$ cat config.mk
export PLATFORM = sky130hd
export DESIGN_NAME = markov_train_sequencer
export DESIGN_NICKNAME = d
export VERILOG_FILES = /design/src/rtl/markov_train_sequencer_pkg.sv /design/src/rtl/markov_window_shift.sv /design/src/rtl/markov_train_sequencer.sv
export SDC_FILE = /design/constraint.sdc
export NUM_CORES = 1
export LEC_CHECK = 0
export ABC_CLOCK_PERIOD_IN_PS = 3200
export CORE_ASPECT_RATIO = 1.25
export CORE_MARGIN = 3
export CORE_UTILIZATION = 35
export CTS_BUF_LIST = sky130_fd_sc_hd__clkbuf_4
export DETAILED_ROUTE_END_ITERATION = 6
export GPL_ROUTABILITY_DRIVEN = 0
export SLEW_MARGIN = 10
export SYNTH_ARGS = -nofsm -noshare
export SYNTH_HDL_FRONTEND = slang
export SYNTH_HIERARCHICAL = 1
export SYNTH_SLANG_ARGS = --single-unit
export TNS_END_PERCENT = 100
$ cat constraint.sdc
create_clock -name clk -period 3.2 [get_ports clk]
set_clock_uncertainty 0.05 [all_clocks]
set_input_delay 0.8 -clock clk [delete_from_list [all_inputs] [get_ports clk]]
set_output_delay 0.8 -clock clk [all_outputs]
set_load 0.1 [all_outputs]
$ cat src/rtl/markov_train_sequencer_pkg.sv
// Shared constants for the Markov training sequencer: default widths, FSM
// state encodings and error codes reported on err.
package markov_train_sequencer_pkg;

   localparam int DEF_NOTE_BIT_LEN   = 8;
   localparam int DEF_DELAY_BIT_LEN  = 8;
   localparam int DEF_SONG_INPUT_LEN = 4;
   localparam int DEF_WORD_BITS      = DEF_NOTE_BIT_LEN + DEF_DELAY_BIT_LEN;

   localparam logic [2:0] ST_IDLE   = 3'd0;
   localparam logic [2:0] ST_FILL   = 3'd1;
   localparam logic [2:0] ST_LAUNCH = 3'd2;
   localparam logic [2:0] ST_WAIT   = 3'd3;
   localparam logic [2:0] ST_FINISH = 3'd4;

   localparam logic [1:0] ERR_OK      = 2'd0;
   localparam logic [1:0] ERR_SHORT   = 2'd1;
   localparam logic [1:0] ERR_TIMEOUT = 2'd2;
   localparam logic [1:0] ERR_ABORT   = 2'd3;

endpackage

$ cat src/rtl/markov_window_shift.sv
// Sliding fragment window: newest word enters the LS slot, oldest word sits in
// the MS slot. Clear has priority over shift.
module markov_window_shift
   import markov_train_sequencer_pkg::*;
#(
   parameter int WORD_BITS = DEF_WORD_BITS,
   parameter int DEPTH     = DEF_SONG_INPUT_LEN
) (
   input  logic                       clk,
   input  logic                       reset,
   input  logic                       clear,
   input  logic                       shift_en,
   input  logic [WORD_BITS-1:0]       shift_in,
   output logic [DEPTH*WORD_BITS-1:0] fragment
);

   localparam int FRAG_BITS = DEPTH * WORD_BITS;

   always_ff @(posedge clk) begin
      if (!reset) begin
         fragment <= '0;
      end else if (clear) begin
         fragment <= '0;
      end else if (shift_en) begin
         fragment <= {fragment[FRAG_BITS-WORD_BITS-1:0], shift_in};
      end
   end

endmodule

$ cat src/rtl/markov_train_sequencer.sv
// Training controller: streams a song from memory into a sliding window and
// launches the Markov learner once per window position.
module markov_train_sequencer
   import markov_train_sequencer_pkg::*;
#(
   parameter int NOTE_BIT_LEN   = DEF_NOTE_BIT_LEN,
   parameter int DELAY_BIT_LEN  = DEF_DELAY_BIT_LEN,
   parameter int SONG_INPUT_LEN = DEF_SONG_INPUT_LEN,
   parameter int ADDR_BITS      = 8,
   parameter int DONE_TIMEOUT   = 1024
) (
   input  logic                                                  clk,
   input  logic                                                  reset,
   input  logic                                                  start,
   input  logic                                                  abort,
   input  logic [ADDR_BITS:0]                                    song_len,
   output logic                                                  mem_rd_en,
   output logic [ADDR_BITS-1:0]                                  mem_addr,
   input  logic [NOTE_BIT_LEN+DELAY_BIT_LEN-1:0]                 mem_rd_data,
   output logic                                                  learn_start,
   output logic [SONG_INPUT_LEN*(NOTE_BIT_LEN+DELAY_BIT_LEN)-1:0] learn_fragment,
   input  logic                                                  learn_done,
   output logic                                                  busy,
   output logic                                                  done,
   output logic [1:0]                                            err,
   output logic [ADDR_BITS:0]                                    frag_count
);

   localparam int WORD_BITS = NOTE_BIT_LEN + DELAY_BIT_LEN;
   localparam int NEED_BITS = $clog2(SONG_INPUT_LEN + 1);
   localparam int TMO_BITS  = $clog2(DONE_TIMEOUT + 1);

   localparam logic [ADDR_BITS:0] PTR_ONE   = (ADDR_BITS+1)'(1);
   localparam logic [ADDR_BITS:0] MIN_LEN   = (ADDR_BITS+1)'(SONG_INPUT_LEN);
   localparam logic [NEED_BITS-1:0] NEED_ONE  = NEED_BITS'(1);
   localparam logic [NEED_BITS-1:0] NEED_FULL = NEED_BITS'(SONG_INPUT_LEN);
   localparam logic [TMO_BITS-1:0] TMO_ONE  = TMO_BITS'(1);
   localparam logic [TMO_BITS-1:0] TMO_LAST = TMO_BITS'(DONE_TIMEOUT - 1);

   logic [2:0]           state;
   logic [ADDR_BITS:0]   rd_ptr;
   logic [ADDR_BITS:0]   len_q;
   logic [NEED_BITS-1:0] rd_left;
   logic [NEED_BITS-1:0] cap_left;
   logic [TMO_BITS-1:0]  tmo_cnt;
   logic                 rd_pend;
   logic                 done_q;
   logic                 done_rise;
   logic                 frag_clear;
   logic                 frag_shift;

   // Abort gates strobes combinationally so nothing new is issued in its cycle.
   assign mem_rd_en   = (state == ST_FILL) && (rd_left != '0) && !abort;
   assign mem_addr    = rd_ptr[ADDR_BITS-1:0];
   assign learn_start = (state == ST_LAUNCH) && !abort;
   assign busy        = (state != ST_IDLE);
   assign done        = (state == ST_FINISH);
   assign done_rise   = learn_done && !done_q;
   assign frag_clear  = (state == ST_IDLE) && start;
   assign frag_shift  = (state == ST_FILL) && rd_pend && !abort;

   markov_window_shift #(
      .WORD_BITS (WORD_BITS),
      .DEPTH     (SONG_INPUT_LEN)
   ) u_window (
      .clk      (clk),
      .reset    (reset),
      .clear    (frag_clear),
      .shift_en (frag_shift),
      .shift_in (mem_rd_data),
      .fragment (learn_fragment)
   );

   always_ff @(posedge clk) begin
      if (!reset) begin
         state      <= ST_IDLE;
         rd_ptr     <= '0;
         len_q      <= '0;
         rd_left    <= '0;
         cap_left   <= '0;
         tmo_cnt    <= '0;
         rd_pend    <= 1'b0;
         done_q     <= 1'b0;
         err        <= ERR_OK;
         frag_count <= '0;
      end else begin
         // done_q tracks learn_done continuously so a held level yields one edge.
         done_q  <= learn_done;
         rd_pend <= mem_rd_en;
         if (mem_rd_en) begin
            rd_ptr  <= rd_ptr + PTR_ONE;
            rd_left <= rd_left - NEED_ONE;
         end
         case (state)
            ST_IDLE: begin
               if (start) begin
                  len_q      <= song_len;
                  frag_count <= '0;
                  rd_ptr     <= '0;
                  tmo_cnt    <= '0;
                  if (song_len < MIN_LEN) begin
                     err   <= ERR_SHORT;
                     state <= ST_FINISH;
                  end else begin
                     err      <= ERR_OK;
                     rd_left  <= NEED_FULL;
                     cap_left <= NEED_FULL;
                     state    <= ST_FILL;
                  end
               end
            end
            ST_FILL: begin
               if (abort) begin
                  err   <= ERR_ABORT;
                  state <= ST_FINISH;
               end else if (rd_pend) begin
                  cap_left <= cap_left - NEED_ONE;
                  if (cap_left == NEED_ONE) state <= ST_LAUNCH;
               end
            end
            ST_LAUNCH: begin
               if (abort) begin
                  err   <= ERR_ABORT;
                  state <= ST_FINISH;
               end else begin
                  frag_count <= frag_count + PTR_ONE;
                  tmo_cnt    <= '0;
                  state      <= ST_WAIT;
               end
            end
            ST_WAIT: begin
               if (abort) begin
                  err   <= ERR_ABORT;
                  state <= ST_FINISH;
               end else if (done_rise) begin
                  if (rd_ptr == len_q) begin
                     state <= ST_FINISH;
                  end else begin
                     rd_left  <= NEED_ONE;
                     cap_left <= NEED_ONE;
                     state    <= ST_FILL;
                  end
               end else if (tmo_cnt == TMO_LAST) begin
                  err   <= ERR_TIMEOUT;
                  state <= ST_FINISH;
               end else begin
                  tmo_cnt <= tmo_cnt + TMO_ONE;
               end
            end
            ST_FINISH: state <= ST_IDLE;
            default:   state <= ST_IDLE;
         endcase
      end
   end

endmodule

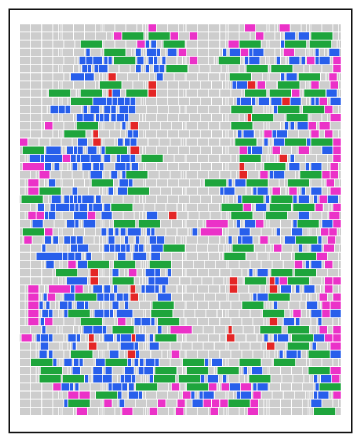
*Placed cells, one color a class*
Scale: 3 px per um. Fill, decap, tap and diode cells in gray.
Magenta shows remaining buffers and delay cells, cells 128, share of their area 18%. Red shows clock drivers and dummy loads, cells 31, share of their area 3.4%. Blue shows remaining logic cells, cells 386, share of their area 41%. Green shows registers, cells 115, share of their area 38%.
core area: 14000 sq um
final core utilization: 45.2%
flop share of the area: 36.4%

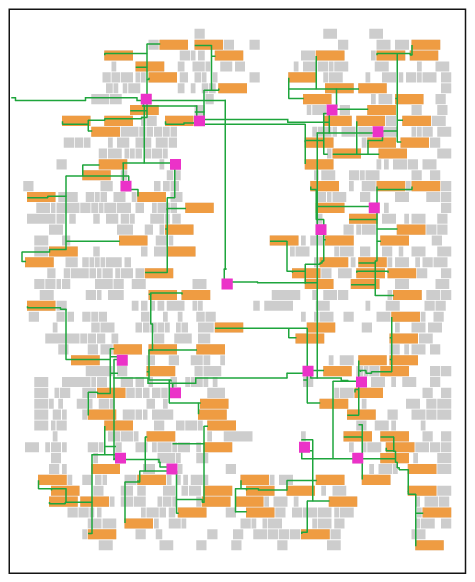
*Clock network drawn from the DEF*
Scale: 4 px per um.
Orange shows flip-flops, count 115. Green shows clock wires, length 1480 um. Magenta shows clock-net drivers, count 17.
There are 18 routed clock nets.

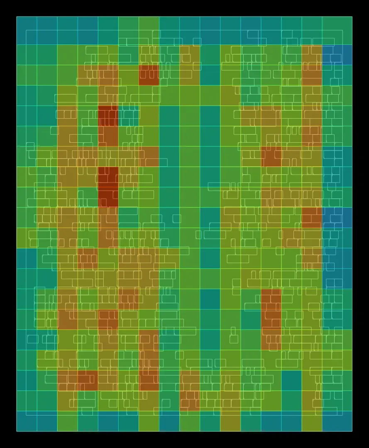
*Congestion heat map*
met3 Usage GRT: 4.55%
drt wl/cell: 13.7 um
most used routing layer: met2
met2 GRT Util: 23.1%
M1 GR Usage: 18.7%

-- layer usage --
layer,wire [um],vias up,share of wire (%)
met2,5310,125,46
met3,824,9,7.2
li1,-,2051,-
met1,5200,1887,45
met5,0,-,0
met4,117,0,1.0
-- report_power, final --
part	internal (W)	total, W	switching [W]
Combinational	0.000139	0.000357	0.000218
Clock	0.000293	0.000822	0.000530
Sequential	0.00146	0.00149	0.0000290
Total	0.00189	0.00266	0.000776
-- flip-flops by register name, indices dropped and copies added (netlist names) --
name and cells:
cap_left 3, done_q 1, err 2, frag_count 9, len_q 9, rd_left 3
rd_pend 1, rd_ptr 9, state 3, tmo_cnt 11, u_window/fragment 64
-- cells in the mapped netlist (2+ instances only) --
library cell / number / area [sq um]
dfxtp_1: 115 / 2300
nor2_1: 95 / 357
mux2i_1: 68 / 681
nand2_1: 42 / 158
o21ai_0: 16 / 80.1
xor2_1: 15 / 131
a21oi_1: 13 / 65.1
inv_1: 13 / 48.8
nor3_1: 12 / 60.1
nand3_1: 11 / 55.1
xnor2_1: 11 / 96.3
a21boi_0: 10 / 75.1
buf_2: 9 / 45.0
buf_4: 9 / 67.6
clkbuf_1: 8 / 30.0
ha_1: 7 / 87.6
or3_1: 7 / 43.8
and2_1: 6 / 37.5
buf_8: 6 / 90.1
nor4_1: 6 / 37.5
nand2b_1: 5 / 31.3
nor2b_1: 5 / 31.3
nand4_1: 4 / 25.0
buf_6: 3 / 33.8
a31oi_1: 2 / 12.5
a32oi_1: 2 / 17.5
-- layout make-up --
cell class	instances	area [sq um]	area share (%)
flip-flops and latches	115	2300	36.4
inverters	13	50.0	0.791
clock inverters	13	71.3	1.13
repair buffers	128	1100	17.3
clock buffers	18	135	2.14
multi-input cells	373	2450	38.8
well taps	175	219	3.46
==> results.toml <==
# yosys + openroad results
[clock_tree]
cts-root-buf = "clkbuf_4"
cts_tree = "built"
cts.htree.levels = 4
cts.clk_slew.worst_paths_ns = 0.10
cts_made_buffers = 17

[final_timing]
slew_violations = 0
slew_headroom_pct = 53.0
timing.setup.tns_ns = 0

[worst_setup_path]
crit_chain = "clkdlybuf4s50_1 -> nor4b_4 -> a21boi_4 -> buf_12"
slowest_delay_ns = 0.55
crit_slowest_cell = "clkdlybuf4s50_1"
reg2regPathDepth = 5
r2r-start = "state[1]"

[layout]
fin_area_sq_um = 6330
final_cells = 835
fillers = 1396
drive_gt1_share_pct = 21.8

[placed_design]
port_buffers = 116
place_area_sq_um = 6120

[outcome]
run_status = "finished clean"

[die]
die_h_um = 141
ios = 117

[yosys]
simple_gate_area_share_pct = 19.3
yosysSeqAreaShare_pct = 45.4
synthDistinctLibCells = 63
aoi_share_pct = 9.13
syn_nets = 574
yosys-stat-area_sq_um = 5070

[worst_hold_path]
hp-class = "flip-flop to flip-flop"

[routing]
viasPerCell = 4.88
vias = 4072
wl_um = 11500
drtIter0Drc = 235

[global_route]
grt_first_pass_wirelength_um = 18900
antenna_found_initial = 0
